File: config.mk
export PLATFORM = sky130hd
export DESIGN_NAME = inst_fetch_unit_flat
export DESIGN_NICKNAME = d
export VERILOG_FILES = /design/src/rtl/inst_fetch_unit_if.sv /design/src/rtl/inst_fetch_unit.sv /design/src/flat_wrapper.sv
export SDC_FILE = /design/constraint.sdc
export NUM_CORES = 1
export LEC_CHECK = 0
export ABC_AREA = 1
export CAP_MARGIN = 40
export CORE_MARGIN = 2
export CORE_UTILIZATION = 45
export DETAILED_ROUTE_END_ITERATION = 7
export PLACE_DENSITY = 0.84
export SYNTH_ARGS = -nofsm -noshare
export SYNTH_HDL_FRONTEND = slang
export SYNTH_SLANG_ARGS = --single-unit
File: constraint.sdc
create_clock -name CLK -period 2.8 [get_ports CLK]
set_clock_uncertainty 0.15 [all_clocks]
set_input_delay 0.28 -clock CLK [delete_from_list [all_inputs] [get_ports CLK]]
set_output_delay 0.28 -clock CLK [all_outputs]
set_load 0.1 [all_outputs]
File: src/rtl/inst_fetch_unit_if.sv
// Fetch-unit bus: control-unit strobes, ROM port and the instruction word handed downstream.
interface inst_fetch_unit_if #(
  parameter int ADDR_W = 10,
  parameter int INST_W = 32,
  parameter int CNT_W  = 16
);
  logic              CPU_EN;
  logic              ROM_CLKEN;
  logic              PC_REG_EN;
  logic              PC_SRC_SEL;
  logic [ADDR_W-1:0] BRANCH_TARGET;
  logic [INST_W-1:0] ROM_DATA;
  logic [ADDR_W-1:0] ROM_ADDR;
  logic [INST_W-1:0] INSTRUCTION;
  logic              INST_VALID;
  logic [ADDR_W-1:0] INST_PC;
  logic [ADDR_W-1:0] PC_NEXT;
  logic [CNT_W-1:0]  FETCH_COUNT;

  modport master (
    output CPU_EN, ROM_CLKEN, PC_REG_EN, PC_SRC_SEL, BRANCH_TARGET, ROM_DATA,
    input  ROM_ADDR, INSTRUCTION, INST_VALID, INST_PC, PC_NEXT, FETCH_COUNT
  );

  modport slave (
    input  CPU_EN, ROM_CLKEN, PC_REG_EN, PC_SRC_SEL, BRANCH_TARGET, ROM_DATA,
    output ROM_ADDR, INSTRUCTION, INST_VALID, INST_PC, PC_NEXT, FETCH_COUNT
  );
endinterface

File: src/rtl/inst_fetch_unit.sv
// Instruction fetch: owns the PC, drives the sync ROM, latches one word per fetch
// and squashes a fetch overtaken by a taken branch in its data cycle.
module inst_fetch_unit #(
  parameter int                ADDR_W   = 10,
  parameter int                INST_W   = 32,
  parameter logic [ADDR_W-1:0] RESET_PC = '0,
  parameter int                CNT_W    = 16
) (
  input logic               CLK,
  input logic               ASYS_CLR,
  inst_fetch_unit_if.slave  bus
);
  typedef enum logic [1:0] {IDLE, WAIT_DATA, VALID} state_t;

  state_t            state, state_n;
  logic [ADDR_W-1:0] pc, pc_inc, fetch_pc, fetch_pc_n, inst_pc;
  logic [INST_W-1:0] instruction;
  logic [CNT_W-1:0]  fetch_count;
  logic              inst_valid, squash, squash_n;
  logic              kill, capture, drop, consume;

  assign pc_inc           = pc + ADDR_W'(1);
  assign bus.ROM_ADDR     = pc;
  assign bus.PC_NEXT      = pc_inc;
  assign bus.INSTRUCTION  = instruction;
  assign bus.INST_VALID   = inst_valid;
  assign bus.INST_PC      = inst_pc;
  assign bus.FETCH_COUNT  = fetch_count;

  // A taken branch during the data cycle makes the in-flight word stale.
  assign kill = squash | (bus.PC_REG_EN & bus.PC_SRC_SEL);

  always_comb begin
    state_n    = state;
    squash_n   = squash;
    fetch_pc_n = fetch_pc;
    capture    = 1'b0;
    drop       = 1'b0;
    consume    = 1'b0;
    case (state)
      WAIT_DATA: begin
        if (kill) begin
          drop     = 1'b1;
          squash_n = 1'b1;
          state_n  = IDLE;
        end else begin
          capture  = 1'b1;
          state_n  = VALID;
        end
        if (bus.ROM_CLKEN) begin
          fetch_pc_n = pc;
          squash_n   = 1'b0;
          state_n    = WAIT_DATA;
        end
      end
      default: begin
        if (bus.ROM_CLKEN) begin
          fetch_pc_n = pc;
          squash_n   = 1'b0;
          state_n    = WAIT_DATA;
        end else if (state == VALID && bus.PC_REG_EN) begin
          consume = 1'b1;
          state_n = IDLE;
        end
      end
    endcase
  end

  always_ff @(posedge CLK or negedge ASYS_CLR) begin
    if (!ASYS_CLR) begin
      state    <= IDLE;
      squash   <= 1'b0;
      fetch_pc <= '0;
      pc       <= RESET_PC;
    end else if (bus.CPU_EN) begin
      state    <= state_n;
      squash   <= squash_n;
      fetch_pc <= fetch_pc_n;
      if (bus.PC_REG_EN)
        pc <= bus.PC_SRC_SEL ? bus.BRANCH_TARGET : pc_inc;
    end
  end

  always_ff @(posedge CLK or negedge ASYS_CLR) begin
    if (!ASYS_CLR) begin
      instruction <= '0;
      inst_pc     <= '0;
      inst_valid  <= 1'b0;
      fetch_count <= '0;
    end else if (bus.CPU_EN) begin
      if (capture) begin
        instruction <= bus.ROM_DATA;
        inst_pc     <= fetch_pc;
        inst_valid  <= 1'b1;
        if (fetch_count != '1)
          fetch_count <= fetch_count + CNT_W'(1);
      end else if (drop || consume) begin
        inst_valid <= 1'b0;
      end
    end
  end
endmodule

File: src/flat_wrapper.sv
// flat-port wrapper written by rule: the top's interface ports become plain ports
module inst_fetch_unit_flat 
#(
  parameter int                ADDR_W   = 10,
  parameter int                INST_W   = 32,
  parameter logic [ADDR_W-1:0] RESET_PC = '0,
  parameter int                CNT_W    = 16
)
  (CLK, ASYS_CLR, bus_CPU_EN, bus_ROM_CLKEN, bus_PC_REG_EN, bus_PC_SRC_SEL, bus_BRANCH_TARGET, bus_ROM_DATA, bus_ROM_ADDR, bus_INSTRUCTION, bus_INST_VALID, bus_INST_PC, bus_PC_NEXT, bus_FETCH_COUNT);
  inst_fetch_unit_if #(.ADDR_W(ADDR_W), .INST_W(INST_W), .CNT_W(CNT_W)) bus_i ();
  input logic CLK;
  input logic ASYS_CLR;
  input wire logic [$bits(bus_i.CPU_EN)-1:0] bus_CPU_EN;
  input wire logic [$bits(bus_i.ROM_CLKEN)-1:0] bus_ROM_CLKEN;
  input wire logic [$bits(bus_i.PC_REG_EN)-1:0] bus_PC_REG_EN;
  input wire logic [$bits(bus_i.PC_SRC_SEL)-1:0] bus_PC_SRC_SEL;
  input wire logic [$bits(bus_i.BRANCH_TARGET)-1:0] bus_BRANCH_TARGET;
  input wire logic [$bits(bus_i.ROM_DATA)-1:0] bus_ROM_DATA;
  output wire logic [$bits(bus_i.ROM_ADDR)-1:0] bus_ROM_ADDR;
  output wire logic [$bits(bus_i.INSTRUCTION)-1:0] bus_INSTRUCTION;
  output wire logic [$bits(bus_i.INST_VALID)-1:0] bus_INST_VALID;
  output wire logic [$bits(bus_i.INST_PC)-1:0] bus_INST_PC;
  output wire logic [$bits(bus_i.PC_NEXT)-1:0] bus_PC_NEXT;
  output wire logic [$bits(bus_i.FETCH_COUNT)-1:0] bus_FETCH_COUNT;
  assign bus_i.CPU_EN = bus_CPU_EN;
  assign bus_i.ROM_CLKEN = bus_ROM_CLKEN;
  assign bus_i.PC_REG_EN = bus_PC_REG_EN;
  assign bus_i.PC_SRC_SEL = bus_PC_SRC_SEL;
  assign bus_i.BRANCH_TARGET = bus_BRANCH_TARGET;
  assign bus_i.ROM_DATA = bus_ROM_DATA;
  assign bus_ROM_ADDR = bus_i.ROM_ADDR;
  assign bus_INSTRUCTION = bus_i.INSTRUCTION;
  assign bus_INST_VALID = bus_i.INST_VALID;
  assign bus_INST_PC = bus_i.INST_PC;
  assign bus_PC_NEXT = bus_i.PC_NEXT;
  assign bus_FETCH_COUNT = bus_i.FETCH_COUNT;
  inst_fetch_unit #(.ADDR_W(ADDR_W), .INST_W(INST_W), .RESET_PC(RESET_PC), .CNT_W(CNT_W)) u_core (.CLK(CLK), .ASYS_CLR(ASYS_CLR), .bus(bus_i));
endmodule
==> run_1/layer_met1.png <==
Cells faint in the background.
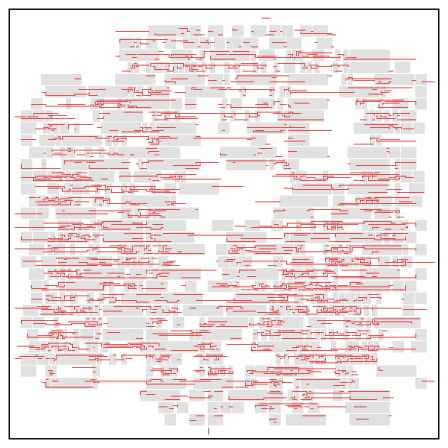
wire length on this layer: 3830 um
share of all routed wire: 42%
DR vias: 3442
final wirelength: 9.006 mm
M1 GR Usage: 24.19%

==> run_1/layer_met2.png <==
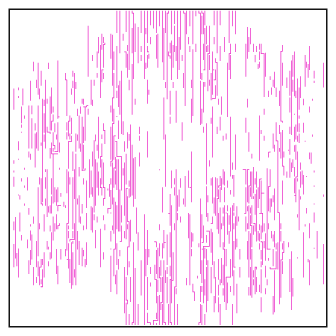
wire length on this layer: 4550 um
nets with wire on the layer: 511
longest straight run: 39.8 um
main direction: vertical
grt met2 use: 35.14%

==> run_1/layer_met3.png <==
Cells faint in the background.
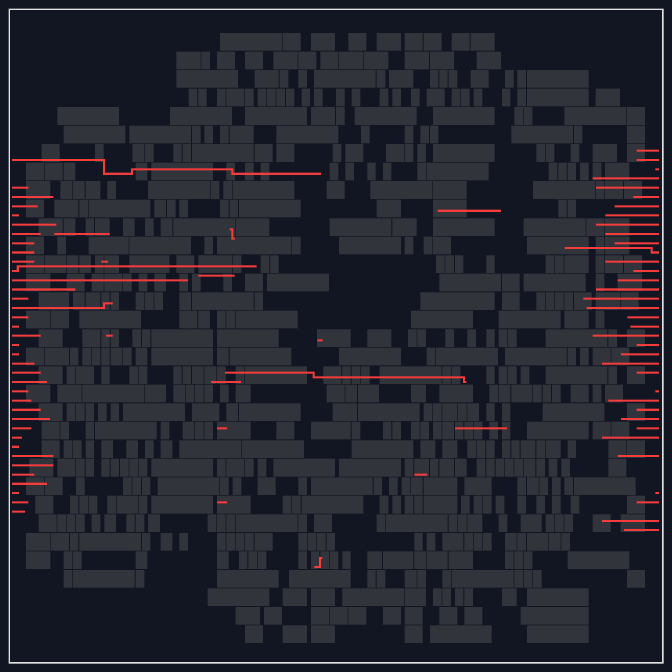
share of all routed wire: 5.8%
wire length on this layer: 520 um
longest straight run: 35.0 um
met3 Use GR: 4.542%

==> flow_summary.json, run 1 <==
{
  "first_pass_iters": 4,
  "clock_area_share_pct": 4.215,
  "aoi_share_pct": 4.485,
  "die-area_um2": 9181,
  "muxShareOfSynthArea_pct": 0,
  "rsz0062_at_grt": "no",
  "cts_resized": 0,
  "dominant_cells": "sequential cells",
  "xor_share_pct": 2.770,
  "logic_gates": 353,
  "post_cts_buffers": 0,
  "yosysWarnings": 0,
  "crit_path_end": "bus_PC_NEXT[8]",
  "ys_types": 24,
  "ctsHoldBuffers": 1,
  "buffers_excl_clock": 130,
  "avgSynthCellArea_um2": 7.854,
  "grt_antenna_before_repair": 0,
  "top_cells_by_count": "nand2_1, dfrtp_1, nor2_1",
  "cts_sinks": 82,
  "synth_adder_area_share_pct": 0.6596,
  "ys_cells": 483,
  "worst_pin_slew_ns": 0.6985,
  "antennaDiodeCount": 0,
  "wl_per_cell_um": 12.51,
  "path_class": "register to output port",
  "status": "completed",
  "drv_slew": 0,
  "die_w_um": 95.82,
  "dr_wl_met3_um": 520,
  "layout.cells.non_filler": 720,
  "cp_common_cell": "nand3_1",
  "seq_share_pct": 39.50,
  "yosys_area_um2": 3794,
  "crit_start": "u_core.bus.ROM_ADDR[0]$_DFFE_PN0P_",
  "insertion_delay_ns": 0.35,
  "top_logic_kind": "simple AND/OR/NAND/NOR gates",
  "tap_cells": 105,
  "met1_length_mm": 3.825,
  "critPathBufInv": 1,
  "critPathArrivalTime_ns": 1.95,
  "dp_cells": 703,
  "ff_type": "dfrtp_1",
  "warnings": 27,
  "mi_logic_area_um2": 1548,
  "grt_pass1_vias": 3236,
  "drtAntennaViolNets": 0,
  "grt.busiest_layer": "met2",
  "regToRegStartpoint": "u_core.bus.FETCH_COUNT[0]$_DFFE_PN0P_",
  "dr_wl_met2_mm": 4.553,
  "layout.cells.most_common": "nand2_1",
  "syn_nets": 533,
  "numPortBuffers": 126,
  "h-tree-depth": 3,
  "setup_viol": 0,
  "final.fill_count": 695,
  "grt.total_usage_pct": 19.86,
  "end_kind": "output port",
  "simple_gate_area_share_pct": 32.49,
  "cts_buffers": 9,
  "grt_pass1_wl_mm": 14.26,
  "fin_ws_ns": 0.4242,
  "placed_area_um2": 4966,
  "finalClockPeriodUsage_pct": 84.85,
  "final_core_util_pct": 63.54,
  "top_area_share_pct": 54.09,
  "row_count": 33,
  "path_max_fanout": 5,
  "regArea_um2": 2052,
  "path_cells": "ha_1 > nand3_1 > nor2_1 > nand3_1 > nand2_1 > buf_4",
  "async_flop_share_pct": 100.0,
  "comb_share_pct": 29.79,
  "edf_count": 0,
  "cp_top_family": "simple AND/OR/NAND/NOR gates",
  "gp_congestion": 0.9069,
  "area_delta_synth_final_pct": 36.94,
  "drcViolationCount": 0,
  "dp_hpwl_mm": 6.726,
  "fmax_ghz": 0.4209,
  "io_pins": 127,
  "final_cell_mix": "nand2_1, buf_4, dfrtp_1",
  "viasPerCell": 4.781
}
==> run_1/flops_by_reg.png <==
Bar = 20 um.
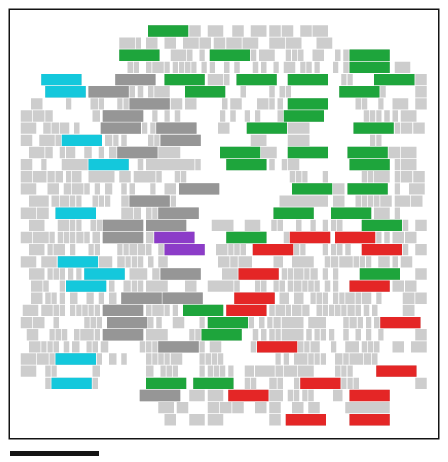

==> run 1 -> run 2 <==
==> constraint.sdc (replaced) <==
create_clock -name CLK -period 2.3 [get_ports CLK]
set_clock_uncertainty 0.15 [all_clocks]
set_input_delay 0.23 -clock CLK [delete_from_list [all_inputs] [get_ports CLK]]
set_output_delay 0.23 -clock CLK [all_outputs]
set_load 0.1 [all_outputs]
==> run_2/flops_by_reg.png <==
Bar = 20 um.
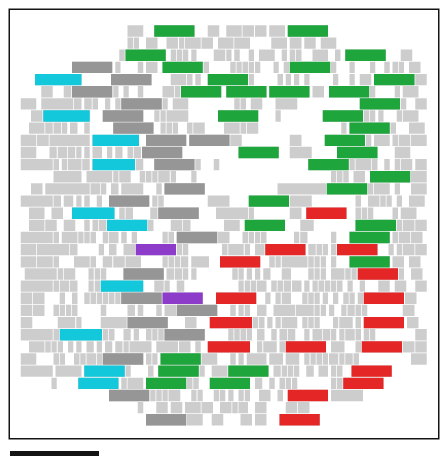
[`u_core.bus.ROM_ADDR`] cyan | placed flops: 10
[`u_core.state`] purple | placed flops: 2
[`u_core.bus.INSTRUCTION`] green | placed flops: 32
[`u_core.bus.FETCH_COUNT`] red | placed flops: 16
not coloured: 22
Final Core Density: 65.93%
Sequential cell area: 2071 um^2
flop share of the area: 38.42%

==> run 2 against run 1 <==
Compared with the run above:
- hold slack got worse by 0.026 ns
- critical path depth did not move
- flip-flop count unchanged
==> flow_summary.json, run 2 <==
{
  "final.fill_count": 649,
  "area_delta_synth_final_pct": 42.08,
  "ff_type": "dfrtp_1",
  "rsz0062_at_grt": "no",
  "setup_viol": 0,
  "layout.cells.non_filler": 722,
  "insertion_delay_ns": 0.34,
  "met1_length_mm": 3.889,
  "xor_share_pct": 2.770,
  "worst_pin_slew_ns": 0.6081,
  "dr_wl_met3_um": 650,
  "ys_types": 24,
  "end_kind": "output port",
  "layout.cells.most_common": "nand2_1",
  "edf_count": 0,
  "grt_antenna_before_repair": 0,
  "h-tree-depth": 3,
  "grt_pass1_wl_mm": 14.84,
  "topCellsByArea": "dfrtp_1, nand2_1, nor2_1",
  "crit_path_end": "bus_PC_NEXT[6]",
  "met1_usage_pct": 26.78,
  "io_pins": 127,
  "yosys_area_um2": 3794,
  "cts_sinks": 82,
  "yosysWarnings": 0,
  "cts_buffers": 9,
  "gp_congestion": 0.8761,
  "path_cells": "ha_4 > nand3_4 > nor2_4 > xor2_2 > clkinvlp_4 > buf_12",
  "finalClockPeriodUsage_pct": 94.69,
  "aoi_share_pct": 4.485,
  "top_logic_kind": "simple AND/OR/NAND/NOR gates",
  "first_pass_iters": 4,
  "warnings": 26,
  "ctsHoldBuffers": 1,
  "logic_gates": 353,
  "path_max_fanout": 5,
  "cp_top_family": "flip-flops",
  "postRouteWirelength_mm": 9.140,
  "dp_hpwl_mm": 6.880,
  "crit_start": "u_core.bus.ROM_ADDR[0]$_DFFE_PN0P_",
  "buffers_excl_clock": 132,
  "critPathArrivalTime_ns": 1.80,
  "fin_ws_ns": 0.1221,
  "dr_wl_met2_mm": 4.521,
  "clock_area_share_pct": 3.459,
  "status": "completed",
  "tap_cells": 105,
  "cts_resized": 2,
  "ys_cells": 483,
  "muxShareOfSynthArea_pct": 0,
  "avgSynthCellArea_um2": 7.854,
  "simple_gate_area_share_pct": 32.49,
  "drv_slew": 0,
  "die-area_um2": 9181,
  "syn_nets": 533,
  "antennaDiodeCount": 0,
  "mi_logic_area_um2": 1617,
  "final_cell_mix": "nand2_1, buf_4, dfrtp_1",
  "die_w_um": 95.82,
  "grtUsageMet2_pct": 33.86,
  "fmax_ghz": 0.4592,
  "drcViolationCount": 0,
  "regToRegStartpoint": "u_core.bus.FETCH_COUNT[0]$_DFFE_PN0P_",
  "top_cells_by_count": "nand2_1, dfrtp_1, nor2_1",
  "viasPerCell": 4.806,
  "numPortBuffers": 126,
  "synth_adder_area_share_pct": 0.6596,
  "post_cts_buffers": 0,
  "comb_share_pct": 29.99,
  "async_flop_share_pct": 100.0
}
==> run_2/congestion.png <==
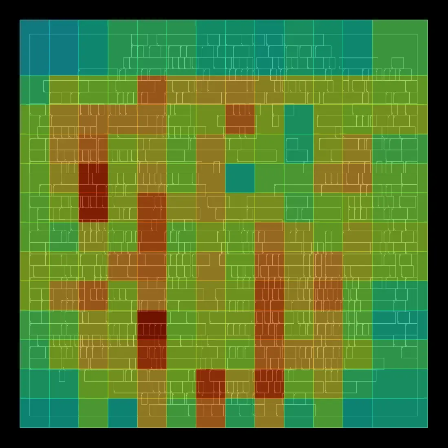
GR peak layer: met2
met3 Use GR: 6.030%
GRT Util Overall: 20.66%
routed len/inst: 12.66 um

==> run_2/layer_met1.png <==
Cells faint in the background.
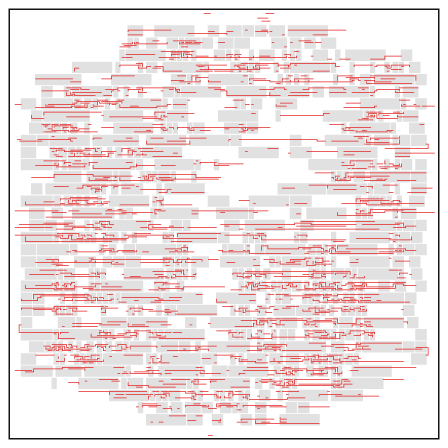

==> run 2 -> run 3 <==
--- a/config.mk
+++ b/config.mk
@@ -6,9 +6,10 @@
 export NUM_CORES = 1
 export LEC_CHECK = 0
 export ABC_AREA = 1
-export CAP_MARGIN = 40
+export CAP_MARGIN = 20
 export CORE_MARGIN = 2
 export CORE_UTILIZATION = 45
+export CTS_BUF_LIST = sky130_fd_sc_hd__clkbuf_4
 export DETAILED_ROUTE_END_ITERATION = 7
 export PLACE_DENSITY = 0.84
 export SYNTH_ARGS = -nofsm -noshare
==> run_3/layer_met1.png <==
Cells faint in the background.
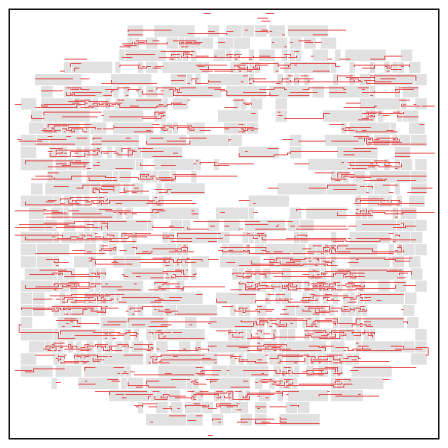
wire length on this layer: 3960 um
main direction: horizontal
longest straight run: 24.4 um
final wirelength: 9.247 mm
M1 GR Usage: 27.09%
DR vias: 3529

==> run 3 against run 2 <==
Compared with the run above:
- core utilization fell by 0.11 points
- sequential share of layout area grew 0.063 points
- cell count rose by 0.42%
==> flow_summary.json, run 3 <==
{
  "status": "completed",
  "cts_sinks": 82,
  "drv_cap": 0,
  "die-area_um2": 9181,
  "top_area_share_pct": 54.09,
  "ys_seq_share_pct": 54.09,
  "synth_adder_area_share_pct": 0.6596,
  "reg2regPathDepth": 8,
  "drcViolationCount": 0,
  "edf_count": 0,
  "r2r_end": "u_core.bus.FETCH_COUNT[15]$_DFFE_PN0P_",
  "regToRegStartpoint": "u_core.bus.FETCH_COUNT[0]$_DFFE_PN0P_",
  "critPathBufInv": 2,
  "drtIter0Drc": 145,
  "die_w_um": 95.82,
  "final_cell_mix": "nand2_1, buf_4, dfrtp_1",
  "buffer_area_share_pct": 23.58,
  "grtUsageMet2_pct": 34.44,
  "h-tree-depth": 3,
  "top_cell": "nand2_1",
  "hold_ws_ns": 0.1153,
  "final_area_um2": 5381,
  "dr_wl_met3_um": 628,
  "grt_max_degree": 52,
  "wl_per_cell_um": 12.75,
  "top_layer": "met4",
  "top_logic_kind": "simple AND/OR/NAND/NOR gates",
  "layout.cells.non_filler": 725,
  "critPathArrivalTime_ns": 1.81,
  "muxShareOfSynthArea_pct": 0,
  "yosysWarnings": 0,
  "dp_hpwl_mm": 6.880,
  "path_max_fanout": 4,
  "overflow": 0,
  "cp.required_ns": 1.92,
  "drtAntennaViolNets": 0,
  "mi_logic_area_um2": 1634,
  "async_flop_share_pct": 100.0,
  "critPathLaunchType": "register",
  "syn_inst": 483,
  "topCellsByArea": "dfrtp_1, nand2_1, nor2_1",
  "layout.cells.most_common": "nand2_1",
  "numPortBuffers": 126,
  "crit_start": "u_core.bus.ROM_ADDR[0]$_DFFE_PN0P_",
  "warnings": 26,
  "cts_buffers": 9,
  "path_cells": "ha_4 > nand3_4 > nor2_4 > xor2_2 > clkinvlp_4 > buf_12",
  "comb_share_pct": 30.37,
  "critPathMaxStageDelay_ns": 0.53,
  "hold_class": "input port to asynchronous set/reset pin",
  "dp_cells": 705,
  "syn_nets": 533,
  "regArea_um2": 2071,
  "crit_path_end": "bus_PC_NEXT[6]",
  "grt.total_usage_pct": 20.87,
  "flops": 82,
  "row_count": 33,
  "viasPerCell": 4.868,
  "cts_resized": 6,
  "worst_pin_slew_ns": 0.6175,
  "post_cts_buffers": 2,
  "grt_util_met3_pct": 5.717,
  "grt_antenna_before_repair": 0,
  "inverters": 34,
  "rsz0062_at_grt": "no",
  "ys_types": 24,
  "xor_share_pct": 2.770,
  "ctsHoldBuffers": 1,
  "drv_slew": 0,
  "avgSynthCellArea_um2": 7.854,
  "placed_area_um2": 5154,
  "clock_area_share_pct": 2.558,
  "cp_top_family": "flip-flops",
  "synth-seq-cells": 82,
  "ff_type": "dfrtp_1",
  "fmax_ghz": 0.4567,
  "path_class": "register to output port",
  "buffers_excl_clock": 135,
  "grt_pass1_wl_mm": 14.99,
  "logic_gates": 353,
  "yosys_area_um2": 3794,
  "met1_length_mm": 3.964,
  "final.fill_count": 654,
  "area_delta_synth_final_pct": 41.85,
  "dp_worst_setup_slack_ns": 0.2944,
  "finalClockPeriodUsage_pct": 95.20,
  "simple_gate_area_share_pct": 32.49,
  "syn_area_um2": 3794,
  "dr_wl_met2_mm": 4.579,
  "fin_ws_ns": 0.1103,
  "io_pins": 127,
  "grt.busiest_layer": "met2",
  "antennaDiodeCount": 0,
  "aoi_share_pct": 4.485,
  "initCoreUtil_pct": 46.40,
  "gp_congestion": 0.8761,
  "die_y_um": 95.82,
  "first_pass_iters": 4,
  "tap_cells": 105,
  "cts_tree": "done",
  "setup-tns-final_ns": 0,
  "end_kind": "output port",
  "cp.depth": 6,
  "ys_cells": 483,
  "clock_buffers": 11,
  "grt_pass1_vias": 3280,
  "setup_viol": 0,
  "insertion_delay_ns": 0.41,
  "dominant_cells": "sequential cells",
  "relSlewSlack_pct": 58.74,
  "top_cells_by_count": "nand2_1, dfrtp_1, nor2_1"
}
==> run_3/flops_by_reg.png <==
Bar = 20 um.
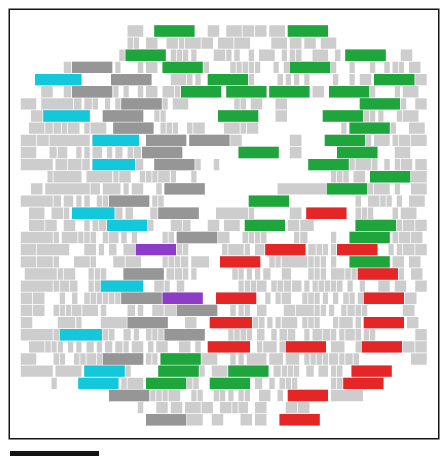
[`u_core.bus.INSTRUCTION`] green | placed flops: 32
[`u_core.state`] purple | placed flops: 2
[`u_core.bus.FETCH_COUNT`] red | placed flops: 16
[`u_core.bus.ROM_ADDR`] cyan | placed flops: 10
not coloured: 22
flop share of the area: 38.48%
Final Core Density: 65.82%

